===== config.mk =====
export PLATFORM = sky130hd
export DESIGN_NAME = stream_pattern_source
export DESIGN_NICKNAME = d
export VERILOG_FILES = /design/src/rtl/stream_pattern_source.sv
export SDC_FILE = /design/constraint.sdc
export NUM_CORES = 1
export LEC_CHECK = 0
export CORE_AREA = 2 2 80 98
export DETAILED_ROUTE_END_ITERATION = 12
export DIE_AREA = 0 0 82 100
export PLACE_DENSITY = 0.7
export SKIP_CTS_REPAIR_TIMING = 1
export SKIP_LAST_GASP = 1
export SLEW_MARGIN = 20
export SYNTH_ARGS = -nofsm -noshare
export SYNTH_HDL_FRONTEND = slang
export SYNTH_SLANG_ARGS = --single-unit

===== constraint.sdc =====
create_clock -name i_clock -period 2.75 [get_ports i_clock]
set_input_delay 0.55 -clock i_clock [delete_from_list [all_inputs] [get_ports i_clock]]
set_output_delay 0.55 -clock i_clock [all_outputs]
set_load 0.02 [all_outputs]

===== src/rtl/stream_pattern_source.sv =====
// Ready/valid pattern transmitter: emits a burst of arithmetic-sequence beats with optional idle gaps.
// Optional macro STREAM_PATTERN_SOURCE_LFSR_EN adds i_lfsr_mode (Galois LFSR data, taps 0xB8).
module stream_pattern_source #(
  parameter int unsigned DATA_WIDTH  = 8,
  parameter int unsigned COUNT_WIDTH = 8,
  parameter int unsigned GAP_WIDTH   = 4
) (
  input  logic                   i_clock,
  input  logic                   i_nreset,
  input  logic                   i_start,
  input  logic [DATA_WIDTH-1:0]  i_start_value,
  input  logic [DATA_WIDTH-1:0]  i_step,
  input  logic [COUNT_WIDTH-1:0] i_count,
  input  logic [GAP_WIDTH-1:0]   i_gap,
`ifdef STREAM_PATTERN_SOURCE_LFSR_EN
  input  logic                   i_lfsr_mode,
`endif
  input  logic                   i_ready,
  output logic                   o_valid,
  output logic [DATA_WIDTH-1:0]  o_data,
  output logic                   o_busy,
  output logic                   o_done,
  output logic [COUNT_WIDTH-1:0] o_beats_sent
);

  typedef enum logic [1:0] {IDLE, SEND, GAP, DONE} state_t;

  state_t                 state;
  logic [DATA_WIDTH-1:0]  step_q;
  logic [COUNT_WIDTH-1:0] count_q;
  logic [GAP_WIDTH-1:0]   gap_q;
  logic [GAP_WIDTH-1:0]   gap_cnt;
  logic [DATA_WIDTH-1:0]  next_data;
  logic [DATA_WIDTH-1:0]  first_data;
  logic                   transfer;
  logic                   last_beat;

  assign transfer  = o_valid && i_ready;
  assign last_beat = (o_beats_sent + COUNT_WIDTH'(1)) == count_q;

`ifdef STREAM_PATTERN_SOURCE_LFSR_EN
  localparam logic [DATA_WIDTH-1:0] LFSR_TAPS = DATA_WIDTH'(8'hB8);

  logic                  lfsr_q;
  logic [DATA_WIDTH-1:0] lfsr_next;

  always_ff @(posedge i_clock or negedge i_nreset) begin
    if (!i_nreset) begin
      lfsr_q <= 1'b0;
    end else if (state == IDLE && i_start) begin
      lfsr_q <= i_lfsr_mode;
    end
  end

  always_comb begin
    lfsr_next = (o_data >> 1) ^ (o_data[0] ? LFSR_TAPS : '0);
    next_data = lfsr_q ? lfsr_next : o_data + step_q;
    // An all-zero LFSR state would lock, so a zero seed is promoted to 1.
    first_data = (i_lfsr_mode && i_start_value == '0) ? DATA_WIDTH'(1) : i_start_value;
  end
`else
  always_comb begin
    next_data  = o_data + step_q;
    first_data = i_start_value;
  end
`endif

  always_ff @(posedge i_clock or negedge i_nreset) begin
    if (!i_nreset) begin
      state        <= IDLE;
      step_q       <= '0;
      count_q      <= '0;
      gap_q        <= '0;
      gap_cnt      <= '0;
      o_valid      <= 1'b0;
      o_data       <= '0;
      o_busy       <= 1'b0;
      o_done       <= 1'b0;
      o_beats_sent <= '0;
    end else begin
      o_done <= 1'b0;
      case (state)
        IDLE: begin
          if (i_start) begin
            step_q       <= i_step;
            count_q      <= i_count;
            gap_q        <= i_gap;
            o_beats_sent <= '0;
            if (i_count != '0) begin
              o_data  <= first_data;
              o_valid <= 1'b1;
              o_busy  <= 1'b1;
              state   <= SEND;
            end else begin
              o_done <= 1'b1;
              state  <= DONE;
            end
          end
        end
        SEND: begin
          if (transfer) begin
            o_beats_sent <= o_beats_sent + COUNT_WIDTH'(1);
            if (last_beat) begin
              o_valid <= 1'b0;
              o_busy  <= 1'b0;
              o_done  <= 1'b1;
              state   <= DONE;
            end else if (gap_q == '0) begin
              o_data <= next_data;
            end else begin
              o_valid <= 1'b0;
              gap_cnt <= gap_q;
              state   <= GAP;
            end
          end
        end
        GAP: begin
          // gap_cnt holds the remaining low cycles including the current one.
          if (gap_cnt == GAP_WIDTH'(1)) begin
            o_data  <= next_data;
            o_valid <= 1'b1;
            state   <= SEND;
          end else begin
            gap_cnt <= gap_cnt - GAP_WIDTH'(1);
          end
        end
        DONE: begin
          state <= IDLE;
        end
      endcase
    end
  end

endmodule


==> out/results.tsv <==
metric	value	unit
placed cells	431	
Critical Path RT	2.93	ns
clk_skew	0.00864	ns
die outline width	82	um
fp_density	38.5	%
fin crit share	94.4	%
IO buf count	50	
Clk. pwr	0.532	mW
global-route wire length before repair	10.4	mm
largest area contributor in the netlist	dfrtp_1	
R2R Setup Slk	0.15	ns
Reg power frac	28.1	%
hpwl dp	4.83	mm
Buf/Inv on CP	0	
WP data arrival	2.78	ns
Post-Route WL	6.39	mm
worst hold path type	in2async	
Clock Latency Late Sink	0.30	ns
crit end category	register	
Total GRT Usage	16.2	%
layout overhead on the synthesized area	28.2	%
floorplan net count	333	
# diodes	0	
YS chip area	2830	um^2
pins over their slew limit	0	
Post-Synthesis Cells	285	
Synth cell types	53	
CP peak stage delay	0.58	ns
Cell Area, Synth	2830	um^2
GR Overflow Total	0	
FILL cells	705	
Die Height	100	um
Post-synth EDFFs	0	
Detail Route Antenna Nets	0	
total power	4.32	mW
initial antenna violation count	0	
XOR-XNOR Cells, Area Fraction	3.40	%
Hold Vio Cnt, Final	0	
NetSw	1.76	mW
Max-slew headroom	60.1	%
Critical Path Stages	8	
area share of fa/ha/maj cells after synthesis	7.33	%
routability cong.	0.859	
Ports	51	
post-synthesis mux area share	14.5	%
outcome	finished clean	
Vias	2332	
Synth logic family	AND-OR/OR-AND gates	
Combinational Power	2.57	mW
r2r startpoint	o_beats_sent[1]	
Top power group	combinational cells	
DRT iter0 DRCs	132	
# Cells Yosys	285	
Max-area cell share	39.8	%
Layout Nets	394	
slowest cell on the critical path	or4_4	
Lkg Pwr	1.52	nW
Post-synth seq share	39.8	%
CTS tree	yes	
kind of critical path	reg2reg	
ys async rst share	100	%
DR vias/cell	5.31	
clk slew on worst S/H paths	0.08	ns
DIE AREA	8200	um^2
Final WS setup	0.153	ns
min Tclk post-route	2.60	ns
f_max	385	MHz
Post-Syn Area per Cell	9.94	um^2
most frequent cells in the layout	clkdlybuf4s50_1 (49), dfrtp_1 (45), mux2_2 (27), nand2_1 (25), nor2_1 (22)	
final core occ	49.4	%
RSZ-0062 raised after global routing	false	
worst vdd ir	711	uV
Internal Power	2.55	mW
Post-Layout Cell Count	439	
DRC violations left	0	
Commonest Layout Cell	clkdlybuf4s50_1	
cell type report:
| cell class | count | area (um^2) | share of cell area, % |
|---|---|---|---|
| clock buffers | 6 | 82.6 | 2.27 |
| clock inverters | 2 | 37.5 | 1.03 |
| inverters | 14 | 52.6 | 1.45 |
| multi-input cells | 219 | 1630 | 44.8 |
| flip-flops and latches | 45 | 1130 | 31.0 |
| well taps | 92 | 115 | 3.17 |
| repair buffers | 61 | 591 | 16.3 |
layer usage:
layer	vias up	track usage [%]	part of all wire (%)
li1	1150	-	-
met1	1112	20.7	44
met2	59	26.8	50
met3	11	4.23	4.6
met4	0	5.00	1.5
met5	-	0	0
Fig. 1: signal wires on met1
Drawn at 3 px/um.
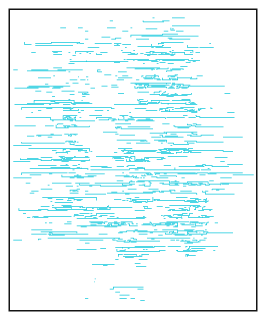
- share of all routed wire: 44%
- nets with wire on the layer: 345
- main direction: horizontal

Fig. 2: logic cells by family
Drawn at 3 px/um.
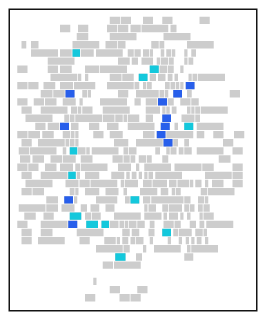
- non-inverting ao/oa cells: cyan (cells 12)
- xor and xnor cells: blue (cells 11)

Fig. 3: where the registers sit
Drawn at 4 px/um. Other sequential cells in the stronger grey, the rest of the logic in the fainter grey.
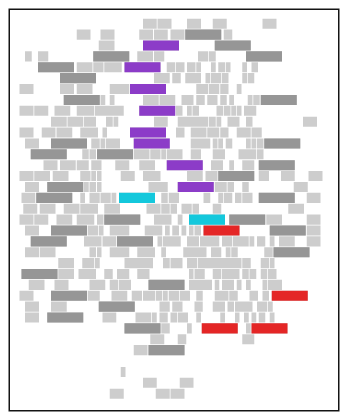
- count_q: purple (flops 8)
- gap_cnt: red (flops 4; where south-east)
- state: cyan (flops 2)
- not coloured: 31

Fig. 4: layout detail
Region (49, 62) to (74, 87) um. Cells in grey, sequential cells in the stronger grey; small squares are vias.
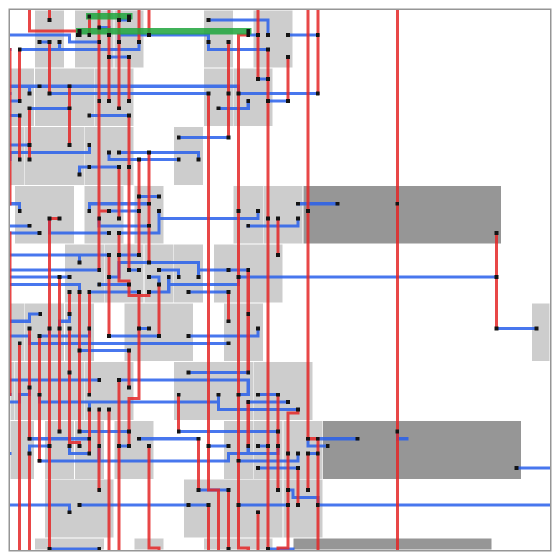
- M2: red
- M1: blue
- M3: green
- cells with their middle in the window: 42
- netlist names of flops here include: o_beats_sent (2)
- most frequent: nand2_1 (8), o21ai_0 (8), nor2_1 (7)
- sequential cells in the window: 2

Fig. 5: congestion heat map
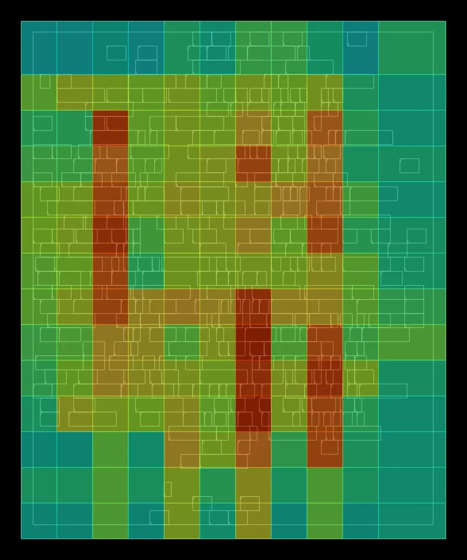
DR WL/cell: 14.6 um
Top Usage Layer GRT: met2
routing usage on met3: 4.23%

Power and IR drop assume default switching activity.
